`config.mk`:
```
export PLATFORM = sky130hd
export DESIGN_NAME = ring_router_demux_flat
export DESIGN_NICKNAME = d
export VERILOG_FILES = /design/src/rtl/osd_ring_pkg.sv /design/src/rtl/ring_router_demux_if.sv /design/src/rtl/ring_router_demux_fifo2.sv /design/src/rtl/ring_router_demux.sv /design/src/flat_wrapper.sv
export SDC_FILE = /design/constraint.sdc
export NUM_CORES = 1
export LEC_CHECK = 0
export ABC_AREA = 1
export CORE_ASPECT_RATIO = 1.4
export CORE_MARGIN = 2
export CORE_UTILIZATION = 43
export DETAILED_ROUTE_END_ITERATION = 16
export GPL_TIMING_DRIVEN = 1
export PLACE_DENSITY = 0.74
export SLEW_MARGIN = 20
export SYNTH_ARGS = -nofsm -noshare
export SYNTH_HDL_FRONTEND = slang
export SYNTH_SLANG_ARGS = --single-unit
```
`constraint.sdc`:
```
create_clock -name clk -period 2.4 [get_ports clk]
set_input_delay 0.72 -clock clk [delete_from_list [all_inputs] [get_ports clk]]
set_output_delay 0.72 -clock clk [all_outputs]
set_load 0.005 [all_outputs]
```
`src/rtl/osd_ring_pkg.sv`:
```
// Shared types and constants for the ring router ingress path.
// RING_ROUTER_DEMUX_BCAST_EN (optional) makes the WORM_BCAST state reachable in ring_router_demux.
package osd_ring_pkg;

  localparam int               DI_ADDR_WIDTH = 16;
  localparam logic [15:0]      DI_BCAST_ADDR = 16'hFFFF;

  typedef enum logic [1:0] {
    IDLE        = 2'd0,
    WORM_LOCAL  = 2'd1,
    WORM_RING   = 2'd2,
    WORM_BCAST  = 2'd3
  } route_state_e;

  typedef struct packed {
    logic                     last;
    logic [DI_ADDR_WIDTH-1:0] data;
  } fifo_entry_t;

endpackage

```
`src/rtl/ring_router_demux_if.sv`:
```
// dii_channel: valid/last/data flit link with ready backpressure.
// Used by ring_router_demux; RING_ROUTER_DEMUX_BCAST_EN does not change this interface.
interface dii_channel;
  import osd_ring_pkg::*;

  logic                     valid;
  logic                     last;
  logic [DI_ADDR_WIDTH-1:0] data;
  logic                     ready;

  modport master (output valid, output last, output data, input ready);
  modport slave  (input valid, input last, input data, output ready);

endinterface

```
`src/rtl/ring_router_demux_fifo2.sv`:
```
// dii_fifo2: two-entry flit FIFO with registered occupancy and a combinational head.
// Independent of RING_ROUTER_DEMUX_BCAST_EN.
module dii_fifo2
  import osd_ring_pkg::*;
(
  input  logic        clk,
  input  logic        rst_n,
  input  logic        i_push,
  input  fifo_entry_t i_entry,
  input  logic        i_pop,
  output fifo_entry_t o_head,
  output logic        o_full,
  output logic        o_empty
);

  fifo_entry_t r_mem [2];
  logic        r_wr_ptr;
  logic        r_rd_ptr;
  logic [1:0]  r_count;
  logic        w_push;
  logic        w_pop;

  assign o_full  = (r_count == 2'd2);
  assign o_empty = (r_count == 2'd0);
  assign o_head  = r_mem[r_rd_ptr];

  // Guard against over/underflow so a misbehaving caller cannot corrupt the count.
  assign w_push = i_push && !o_full;
  assign w_pop  = i_pop && !o_empty;

  always_ff @(posedge clk) begin
    if (!rst_n) begin
      r_count  <= 2'd0;
      r_wr_ptr <= 1'b0;
      r_rd_ptr <= 1'b0;
    end else begin
      if (w_push) r_wr_ptr <= ~r_wr_ptr;
      if (w_pop)  r_rd_ptr <= ~r_rd_ptr;
      case ({w_push, w_pop})
        2'b10:   r_count <= r_count + 2'd1;
        2'b01:   r_count <= r_count - 2'd1;
        default: r_count <= r_count;
      endcase
    end
  end

  always_ff @(posedge clk) begin
    if (w_push) r_mem[r_wr_ptr] <= i_entry;
  end

endmodule

```
`src/rtl/ring_router_demux.sv`:
```
// Ring router ingress: buffers incoming worms and steers each one to the local port or onward ring.
// Define RING_ROUTER_DEMUX_BCAST_EN to deliver head address 16'hFFFF worms to both outputs.
module ring_router_demux
  import osd_ring_pkg::*;
#(
  parameter logic [DI_ADDR_WIDTH-1:0] ID         = 16'h0000,
  parameter int                       DATA_WIDTH = 16
)
(
  input  logic       clk,
  input  logic       rst_n,
  dii_channel.slave  in_ring,
  dii_channel.master out_local,
  dii_channel.master out_ring
);

  route_state_e r_state;
  route_state_e w_state_nxt;
  route_state_e w_dst;
  fifo_entry_t  w_entry;
  fifo_entry_t  w_head;
  logic         w_full;
  logic         w_empty;
  logic         w_push;
  logic         w_pop;
  logic         w_lv;
  logic         w_rv;
  logic         w_acc_local;
  logic         w_acc_ring;

  assign in_ring.ready = rst_n && !w_full;
  assign w_push        = in_ring.valid && in_ring.ready;
  assign w_entry.last  = in_ring.last;
  assign w_entry.data  = in_ring.data;

  dii_fifo2 u_fifo (
    .clk     (clk),
    .rst_n   (rst_n),
    .i_push  (w_push),
    .i_entry (w_entry),
    .i_pop   (w_pop),
    .o_head  (w_head),
    .o_full  (w_full),
    .o_empty (w_empty)
  );

  // In IDLE the head is decoded every cycle; inside a worm the state itself is the destination.
  always_comb begin
    w_dst = r_state;
    if (r_state == IDLE) begin
      if (w_head.data == ID) begin
        w_dst = WORM_LOCAL;
`ifdef RING_ROUTER_DEMUX_BCAST_EN
      end else if (w_head.data == DI_BCAST_ADDR) begin
        w_dst = WORM_BCAST;
`endif
      end else begin
        w_dst = WORM_RING;
      end
    end
  end

`ifdef RING_ROUTER_DEMUX_BCAST_EN
  logic r_sent_local;
  logic r_sent_ring;

  always_comb begin
    w_lv = 1'b0;
    w_rv = 1'b0;
    if (!w_empty) begin
      case (w_dst)
        WORM_LOCAL: w_lv = 1'b1;
        WORM_RING:  w_rv = 1'b1;
        WORM_BCAST: begin
          w_lv = !r_sent_local;
          w_rv = !r_sent_ring;
        end
        default: ;
      endcase
    end
  end

  assign w_acc_local = w_lv && out_local.ready;
  assign w_acc_ring  = w_rv && out_ring.ready;

  // A broadcast flit leaves only once each copy has been taken, in whatever order.
  always_comb begin
    w_pop = 1'b0;
    if (!w_empty) begin
      if (w_dst == WORM_BCAST) begin
        w_pop = (r_sent_local || w_acc_local) && (r_sent_ring || w_acc_ring);
      end else begin
        w_pop = w_acc_local || w_acc_ring;
      end
    end
  end

  always_ff @(posedge clk) begin
    if (!rst_n || w_pop) begin
      r_sent_local <= 1'b0;
      r_sent_ring  <= 1'b0;
    end else begin
      if (w_acc_local) r_sent_local <= 1'b1;
      if (w_acc_ring)  r_sent_ring  <= 1'b1;
    end
  end
`else
  always_comb begin
    w_lv = 1'b0;
    w_rv = 1'b0;
    if (!w_empty) begin
      case (w_dst)
        WORM_LOCAL: w_lv = 1'b1;
        WORM_RING:  w_rv = 1'b1;
        default: ;
      endcase
    end
  end

  assign w_acc_local = w_lv && out_local.ready;
  assign w_acc_ring  = w_rv && out_ring.ready;
  assign w_pop       = w_acc_local || w_acc_ring;
`endif

  assign out_local.valid = w_lv;
  assign out_local.last  = w_lv ? w_head.last : 1'b0;
  assign out_local.data  = w_lv ? w_head.data : '0;
  assign out_ring.valid  = w_rv;
  assign out_ring.last   = w_rv ? w_head.last : 1'b0;
  assign out_ring.data   = w_rv ? w_head.data : '0;

  always_comb begin
    w_state_nxt = r_state;
    if (w_pop) begin
      w_state_nxt = w_head.last ? IDLE : w_dst;
    end
  end

  always_ff @(posedge clk) begin
    if (!rst_n) r_state <= IDLE;
    else        r_state <= w_state_nxt;
  end

  a_local_hold: assert property (@(posedge clk) disable iff (!rst_n)
    (out_local.valid && !out_local.ready) |=>
      (out_local.valid && $stable(out_local.data[DATA_WIDTH-1:0]) && $stable(out_local.last)));

  a_ring_hold: assert property (@(posedge clk) disable iff (!rst_n)
    (out_ring.valid && !out_ring.ready) |=>
      (out_ring.valid && $stable(out_ring.data[DATA_WIDTH-1:0]) && $stable(out_ring.last)));

`ifndef RING_ROUTER_DEMUX_BCAST_EN
  a_one_output: assert property (@(posedge clk) disable iff (!rst_n)
    !(out_local.valid && out_ring.valid));
`endif

endmodule

```
`src/flat_wrapper.sv`:
```
// flat-port wrapper written by rule: the top's interface ports become plain ports
module ring_router_demux_flat import osd_ring_pkg::*;
#(
  parameter logic [DI_ADDR_WIDTH-1:0] ID         = 16'h0000,
  parameter int                       DATA_WIDTH = 16
)
  (clk, rst_n, in_ring_valid, in_ring_last, in_ring_data, in_ring_ready, out_local_valid, out_local_last, out_local_data, out_local_ready, out_ring_valid, out_ring_last, out_ring_data, out_ring_ready);
  dii_channel in_ring_i ();
  dii_channel out_local_i ();
  dii_channel out_ring_i ();
  input  logic clk;
  input  logic rst_n;
  input wire logic [$bits(in_ring_i.valid)-1:0] in_ring_valid;
  input wire logic [$bits(in_ring_i.last)-1:0] in_ring_last;
  input wire logic [$bits(in_ring_i.data)-1:0] in_ring_data;
  output wire logic [$bits(in_ring_i.ready)-1:0] in_ring_ready;
  output wire logic [$bits(out_local_i.valid)-1:0] out_local_valid;
  output wire logic [$bits(out_local_i.last)-1:0] out_local_last;
  output wire logic [$bits(out_local_i.data)-1:0] out_local_data;
  input wire logic [$bits(out_local_i.ready)-1:0] out_local_ready;
  output wire logic [$bits(out_ring_i.valid)-1:0] out_ring_valid;
  output wire logic [$bits(out_ring_i.last)-1:0] out_ring_last;
  output wire logic [$bits(out_ring_i.data)-1:0] out_ring_data;
  input wire logic [$bits(out_ring_i.ready)-1:0] out_ring_ready;
  assign in_ring_i.valid = in_ring_valid;
  assign in_ring_i.last = in_ring_last;
  assign in_ring_i.data = in_ring_data;
  assign in_ring_ready = in_ring_i.ready;
  assign out_local_valid = out_local_i.valid;
  assign out_local_last = out_local_i.last;
  assign out_local_data = out_local_i.data;
  assign out_local_i.ready = out_local_ready;
  assign out_ring_valid = out_ring_i.valid;
  assign out_ring_last = out_ring_i.last;
  assign out_ring_data = out_ring_i.data;
  assign out_ring_i.ready = out_ring_ready;
  ring_router_demux #(.ID(ID), .DATA_WIDTH(DATA_WIDTH)) u_core (.clk(clk), .rst_n(rst_n), .in_ring(in_ring_i), .out_local(out_local_i), .out_ring(out_ring_i));
endmodule
```
**Zoomed window**

Window x 18 to 43, y 29 to 54 um. Cells in grey, sequential cells in the stronger grey; small squares are vias.
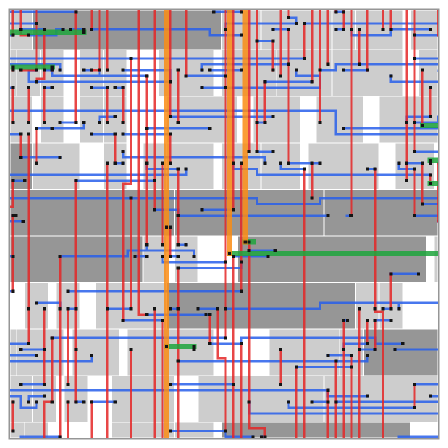
legend:
  M4:
    colour: orange
  M3:
    colour: green
  M1:
    colour: blue
  M2:
    colour: red
cells with their middle in the window: 56
sequential cells in the window: 7
netlist names of flops here include: `u_core.u_fifo.r_mem` (5), `u_core.r_state` (1)
most frequent: nand2_1 (19), buf_4 (7), buf_6 (6)

**Cell classes on the final placement**

Scale: 4 px per um. Fill, decap, tap and diode cells in grey.
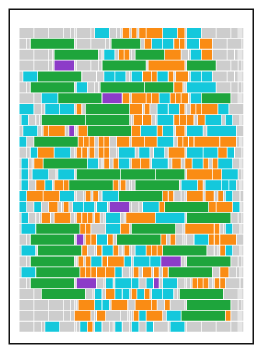
legend:
  remaining buffers and delay cells:
    colour: cyan
    cells: 112
    share_of_their_area: 30%
  registers:
    colour: green
    cells: 41
    share_of_their_area: 38%
  clock drivers and dummy loads:
    colour: purple
    cells: 8
    share_of_their_area: 2.6%
  remaining logic cells:
    colour: orange
    cells: 158
    share_of_their_area: 30%
placeable core region: 4270 sq um
Seq area share: 36.8%
total non-filler cell area in the finished layout: 3170 sq um

==> run notes <==
Physical implementation

The flow ran to the end, but the final reports show violations. The final reports fail on negative setup slack. The area of the mapped netlist is between 1500 and 2000 sq um.

After layout, the worst path uses 121% of the clock period. The final count of pins violating max slew is 0. The portion of the layout cell area used by clock cells is around 2.6%. The number of buffers inserted during clock tree synthesis is 5. Switching power as a fraction of the total was reported as 35.9%. The script reports the combined buffer and inverter count of the critical path as 5. The number of standard-cell rows in the floorplan is 28. Between the synthesized netlist and the finished layout, the area growth was recorded as 64.3%. The analysis attributes to net switching a power of approximately 0.95 mW. Once detail routing completed, the nets flagged for antenna violations numbered 0.

The detailed-placement wirelength estimate is about 3300 um. The post-synth count of flops with an enable pin is 34. The sequential cell area is roughly 1200 sq um. The number of antenna violations at the first check in global routing is 0.

The worst vdd rail ir drop is between 400 and 500 uV. The smallest setup slack after layout is -508 ps. Broken down by cell family, the worst path's largest delay share belongs to simple AND/OR/NAND/NOR gates. The clock group share of total power is between 15 and 20%. The final net count is between 300 and 400.

The share of power burned in combinational logic is between 50% and 60%. The total of flip-flops plus latches after synthesis is 41. The number of cells on the worst reg-to-reg path is 18. Per the final layout report, the fraction of cells sized above drive strength 1 comes to between 40% and 50%. The area share of fa/ha/maj cells after synthesis is less than 1%. The number of warning messages in the logs is 28. The flop count is about 41.

Looking at the clock tree report, the H-tree level count equals 2. The area of the synthesized netlist per yosys stat is slightly below 2000 sq um. The finished layout holds around 380 standard cells, fillers aside. The worst clock skew on the final layout is ~11 ps. 59 I/O pins were placed. For this run, asynchronously set or reset flops after synthesis account for 0%. The flow reports an fmax of 344 MHz. The count of inverters not on the clock network in the layout is 23. The number of setup violations in the final report is 37. The detailed-route DRC error count is 0. The well tap count is 60. The cell with the most instances after synthesis is sky130_fd_sc_hd__nand2_1.

TritonCTS built the clock tree.
**The clock network**

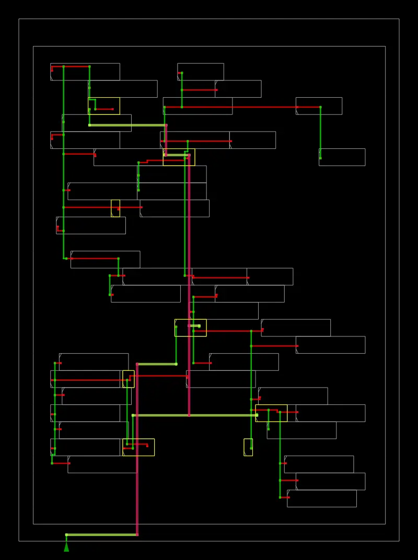
clock latency reported for the late side of the worst-skew pair: 290 ps
Num Clock Sinks: 41

No activity file was given, so power comes from the tool's default toggle rates.
